===== src/rtl/uart_pkg.sv =====
// uart_pkg: shared UART types and default frame constants.
// Contents: uart_tx_state_e (transmit FSM states), UartDataWidth, UartStopBits.
package uart_pkg;
    localparam int UartDataWidth = 8;
    localparam int UartStopBits = 1;
    typedef enum logic [1:0] {Idle, StartBit, DataBits, StopBit} uart_tx_state_e;
endpackage


===== src/rtl/uart_tx_fifo.sv =====
// uart_tx_fifo: synchronous FIFO holding words waiting for the transmitter.
// Ports: clk_i/rst_ni clock and async active-low reset; push/wdata write side
// (ignored when full); pop read side; rdata head word; full, empty, level occupancy.
module uart_tx_fifo #(
    parameter int DataWidth = 8,
    parameter int FifoDepth = 4
) (
    input  logic                         clk_i,
    input  logic                         rst_ni,
    input  logic                         push,
    input  logic [DataWidth-1:0]         wdata,
    input  logic                         pop,
    output logic [DataWidth-1:0]         rdata,
    output logic                         full,
    output logic                         empty,
    output logic [$clog2(FifoDepth):0]   level
);
    localparam int AW = $clog2(FifoDepth);
    logic [DataWidth-1:0] mem [FifoDepth];
    logic [AW:0] wptr, rptr;
    // Extra pointer MSB distinguishes full from empty when the indices match.
    assign full = (wptr[AW] != rptr[AW]) && (wptr[AW-1:0] == rptr[AW-1:0]);
    assign empty = wptr == rptr;
    assign level = wptr - rptr;
    assign rdata = mem[rptr[AW-1:0]];
    always_ff @(posedge clk_i or negedge rst_ni) begin
        if (!rst_ni) begin
            wptr <= '0;
            rptr <= '0;
        end else begin
            if (push && !full) wptr <= wptr + 1'b1;
            if (pop && !empty) rptr <= rptr + 1'b1;
        end
    end
    always_ff @(posedge clk_i) begin
        if (push && !full) mem[wptr[AW-1:0]] <= wdata;
    end
endmodule


===== src/rtl/uart_tx.sv =====
// uart_tx: buffered UART transmitter, LSB-first, one start bit, StopBits stop bits.
// Ports: clk_i/rst_ni clock and async active-low reset; tick_i baud strobe;
// data_i/valid_i/ready_o word handshake into the FIFO; tx_o serial line (idle high);
// busy_o frame or queued data pending; done_o end-of-frame pulse; level_o FIFO occupancy.
module uart_tx
    import uart_pkg::*;
#(
    parameter int DataWidth = UartDataWidth,
    parameter int FifoDepth = 4,
    parameter int StopBits  = UartStopBits
) (
    input  logic                         clk_i,
    input  logic                         rst_ni,
    input  logic                         tick_i,
    input  logic [DataWidth-1:0]         data_i,
    input  logic                         valid_i,
    output logic                         ready_o,
    output logic                         tx_o,
    output logic                         busy_o,
    output logic                         done_o,
    output logic [$clog2(FifoDepth):0]   level_o
);
    localparam int BW = $clog2(DataWidth);
    uart_tx_state_e state;
    logic [DataWidth-1:0] shift, head;
    logic [BW-1:0] bit_cnt;
    logic stop_cnt, full, empty, last_stop, pop;
    assign last_stop = stop_cnt == 1'(StopBits - 1);
    // The FIFO head is consumed when a frame starts from idle or follows the last stop bit.
    assign pop = tick_i && !empty && (state == Idle || (state == StopBit && last_stop));
    assign ready_o = !full;
    assign busy_o = state != Idle || !empty;
    uart_tx_fifo #(.DataWidth(DataWidth), .FifoDepth(FifoDepth)) fifo (
        .clk_i(clk_i),
        .rst_ni(rst_ni),
        .push(valid_i),
        .wdata(data_i),
        .pop(pop),
        .rdata(head),
        .full(full),
        .empty(empty),
        .level(level_o)
    );
    always_ff @(posedge clk_i or negedge rst_ni) begin
        if (!rst_ni) begin
            state <= Idle;
            shift <= '0;
            bit_cnt <= '0;
            stop_cnt <= 1'b0;
            tx_o <= 1'b1;
            done_o <= 1'b0;
        end else begin
            done_o <= tick_i && state == StopBit && last_stop;
            if (tick_i) begin
                case (state)
                    Idle: if (!empty) begin
                        shift <= head;
                        tx_o <= 1'b0;
                        state <= StartBit;
                    end
                    StartBit: begin
                        tx_o <= shift[0];
                        shift <= shift >> 1;
                        bit_cnt <= '0;
                        state <= DataBits;
                    end
                    DataBits: if (bit_cnt == BW'(DataWidth - 1)) begin
                        tx_o <= 1'b1;
                        stop_cnt <= 1'b0;
                        state <= StopBit;
                    end else begin
                        tx_o <= shift[0];
                        shift <= shift >> 1;
                        bit_cnt <= bit_cnt + 1'b1;
                    end
                    StopBit: if (!last_stop) begin
                        stop_cnt <= stop_cnt + 1'b1;
                    end else if (!empty) begin
                        shift <= head;
                        tx_o <= 1'b0;
                        state <= StartBit;
                    end else begin
                        state <= Idle;
                    end
                    default: state <= Idle;
                endcase
            end
        end
    end
endmodule


===== config.mk =====
export PLATFORM = sky130hd
export DESIGN_NAME = uart_tx
export DESIGN_NICKNAME = d
export VERILOG_FILES = /design/src/rtl/uart_pkg.sv /design/src/rtl/uart_tx_fifo.sv /design/src/rtl/uart_tx.sv
export SDC_FILE = /design/constraint.sdc
export NUM_CORES = 1
export LEC_CHECK = 0
export ABC_AREA = 1
export ABC_CLOCK_PERIOD_IN_PS = 3550
export CORE_ASPECT_RATIO = 0.9
export CORE_MARGIN = 2
export CORE_UTILIZATION = 55
export CTS_CLUSTER_SIZE = 12
export DETAILED_ROUTE_END_ITERATION = 7
export GPL_TIMING_DRIVEN = 0
export PLACE_DENSITY = 0.76
export SLEW_MARGIN = 10
export SYNTH_ARGS = -nofsm -noshare
export SYNTH_HDL_FRONTEND = slang
export SYNTH_SLANG_ARGS = --single-unit
export TNS_END_PERCENT = 5

===== constraint.sdc =====
create_clock -name clk_i -period 3.55 [get_ports clk_i]
set_clock_uncertainty 0.05 [all_clocks]
set_input_delay 0.5325 -clock clk_i [delete_from_list [all_inputs] [get_ports clk_i]]
set_output_delay 0.5325 -clock clk_i [all_outputs]
set_load 0.05 [all_outputs]

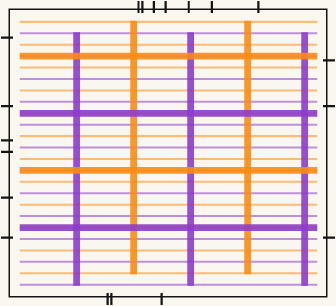
Fig. 1. Power grid.
Pins as bars on the die edge.
| net | colour |
|---|---|
| VSS | purple |
| VDD | orange |
met1 rails: 24
met4 straps: 5
rows: 23
signal pins: 19
met5 straps: 4

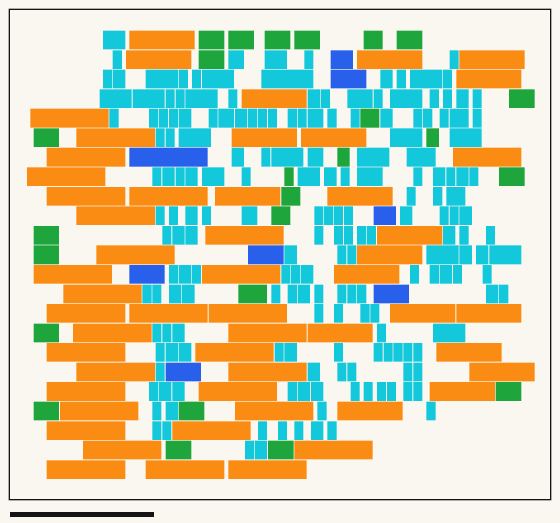
Fig. 2. Cells coloured by class.
The bar under the picture is 20 µm long.
| class | colour | cells |
|---|---|---|
| registers | orange | 53 |
| remaining buffers and delay cells | green | 25 |
| remaining logic cells | cyan | 189 |
| clock drivers and dummy loads | blue | 8 |
flip-flop and latch share of the layout cell area: 51.7%
count of standard-cell rows: 23
utilization after layout: 64.9%

==> results.txt <==
This memo summarizes the results of the implementation run.

Logic synthesis
The chip area line in the Yosys stat output reads around 2500 µm². Counting every instance in the synthesized netlist gives roughly 250. The share of async-settable or async-resettable flops after synthesis is 39.6%. The area share of the largest cell type after synthesis is roughly two fifths. After synthesis, flip-flops and latches occupy around three fifths of the total area. The most used flip-flop cell after synthesis is sky130_fd_sc_hd__edfxtp_1. The most repeated cell in the gate-level netlist after synthesis is sky130_fd_sc_hd__nand2_1. The netlist uses 26 different library cells. The cell taking the most area after synthesis is sky130_fd_sc_hd__edfxtp_1.

Route
The per-cell routed wire length is approximately 13 µm. The via count is about 1.7k. The remaining antenna violation count is 0. The via density per instance is approximately 5.

Pwr
The cell area power density is between 900 and 1000 nW/µm². In this run, the combinational gates consume around half of the power. The leakage power total is roughly 0.0013 µW. Looking at the power breakdown, the clock network takes between 10% and 20% of the total.

Min path
The startpoint identified for the worst hold timing path is tick_i. The report gives the cell count of the worst hold path as 3. The class of the tightest hold or removal check is input port to flip-flop.

Timing
Checking max transition, the worst relative margin is about two fifths.

Placement
The placed instance area is about 2800 µm².

Clocking
In this run the post-CTS setup repair buffer count came out at 0. The report puts the hold buffer count at CTS at 0. The cell resize tally after clock tree synthesis is 0.

GRT
The number of global-route vias before repair is ~1.5k. The number of antenna violations at the first check in global routing was 0.

Layout
The fraction of layout cells with a size suffix above 1 is between 8 and 9%. Leaving out filler cells and counting taps, the final layout contains between 300 and 400.

Worst setup path
The largest fanout on the critical path is 8. The worst setup path is launched from a flip-flop. The endpoint identified for the worst register-to-register timing path is fifo.mem[1][6]. Per the timing report, the most critical flop-to-flop path originates at fifo.rptr[1]. The data required time of the critical path is between 2 and 3 ns.

Outcome
The flow ran to the end, and the final reports show no timing, DRC or antenna violations.
-- layout by cell type, fill, tap and decap left out, drive strengths merged, types with 2 or more instances in the layout --
master,count
nand2,96
edfxtp,32
nand3,30
inv,21
dfrtp,20
clkdlybuf4s50,17
ha,15
nor2,8
o21ai,7
buf,7
a21oi,6
clkbuf,6
xnor2,2
xor2,2
-- sequential cells by signal (all words and copies together), names as in the netlist --
register and count:
shift 8, state 2, done_o 1, bit_cnt 3, fifo.rptr 3, tx_o 1, fifo.wptr 3, fifo.mem 32
-- final cells by class --
cell class	instances	area, µm²
well taps	62	77.6
flip-flops and latches	53	1490
clock buffers	5	68.8
fillers	377	1560
inverters	20	77.6
multi-input cells	169	891
repair buffers	17	170
plain buffers	8	55.1
clock inverters	3	47.5
-- worst max path at each step --
stage | startpoint | to | slack [ns] | cells after the start
after floorplan | fifo.rptr[1] | fifo.mem[0][0] | 1.09 | 7
after global placement | fifo.rptr[1] | busy_o | 0.80 | 6
after detailed placement | fifo.rptr[1] | busy_o | 0.78 | 6
after CTS | fifo.rptr[1] | busy_o | 0.42 | 6
after global routing | fifo.rptr[1] | busy_o | 0.29 | 6
final | fifo.rptr[1] | busy_o | 0.46 | 6
-- metrics by stage --
step	util, %	setup WS [ns]
5_1_grt	64.9	0.287
2_1_floorplan	-	1.09
3_3_place_gp	62.3	0.800
4_1_cts	64.9	0.424
6_report	64.9	0.462
3_5_place_dp	62.3	0.778
-- worst max-delay path, delay by kind of cell (launching register included) --
family	cells	cell delay (ns)
adders and majority gates	1	0.37
buffers and inverters	3	1.18
and+or+nand+nor	2	0.22
DFF	1	0.43
-- per-layer routing --
metal  part of all wire, %  routed length [µm]  global-route usage (%)  vias to the layer above
li1                      -                   -                       -                      860
met1                    47                2050                    26.7                      768
met2                    48                2120                    30.6                       24
met3                   3.7                 161                    3.98                        4
met4                  0.91                  40                    6.58                        0
met5                     0                   0                       0                        -
-- power groups by stage --
stage	clock network [µW]	registers (µW)	logic (µW)
detailed placement	0	962	1370
floorplan	0	960	1000
global placement	0	957	1340
finish	422	950	1360
CTS	429	951	1370
global route	451	970	1530
-- cells by family (layout without fill, tap and decap cells) --
| group | count (synthesis) | in the layout | synth area share, % |
|---|---|---|---|
| and+or+nand+nor | 134 | 134 | 22.6 |
| DFF | 53 | 53 | 59.2 |
| buffers and inverters | 28 | 53 | 5.28 |
| adders and majority gates | 16 | 16 | 8.27 |
| AOI/OAI and AO/OA | 15 | 15 | 3.19 |
| xor gates and xnor gates | 4 | 4 | 1.40 |
Power and IR drop assume default switching activity.
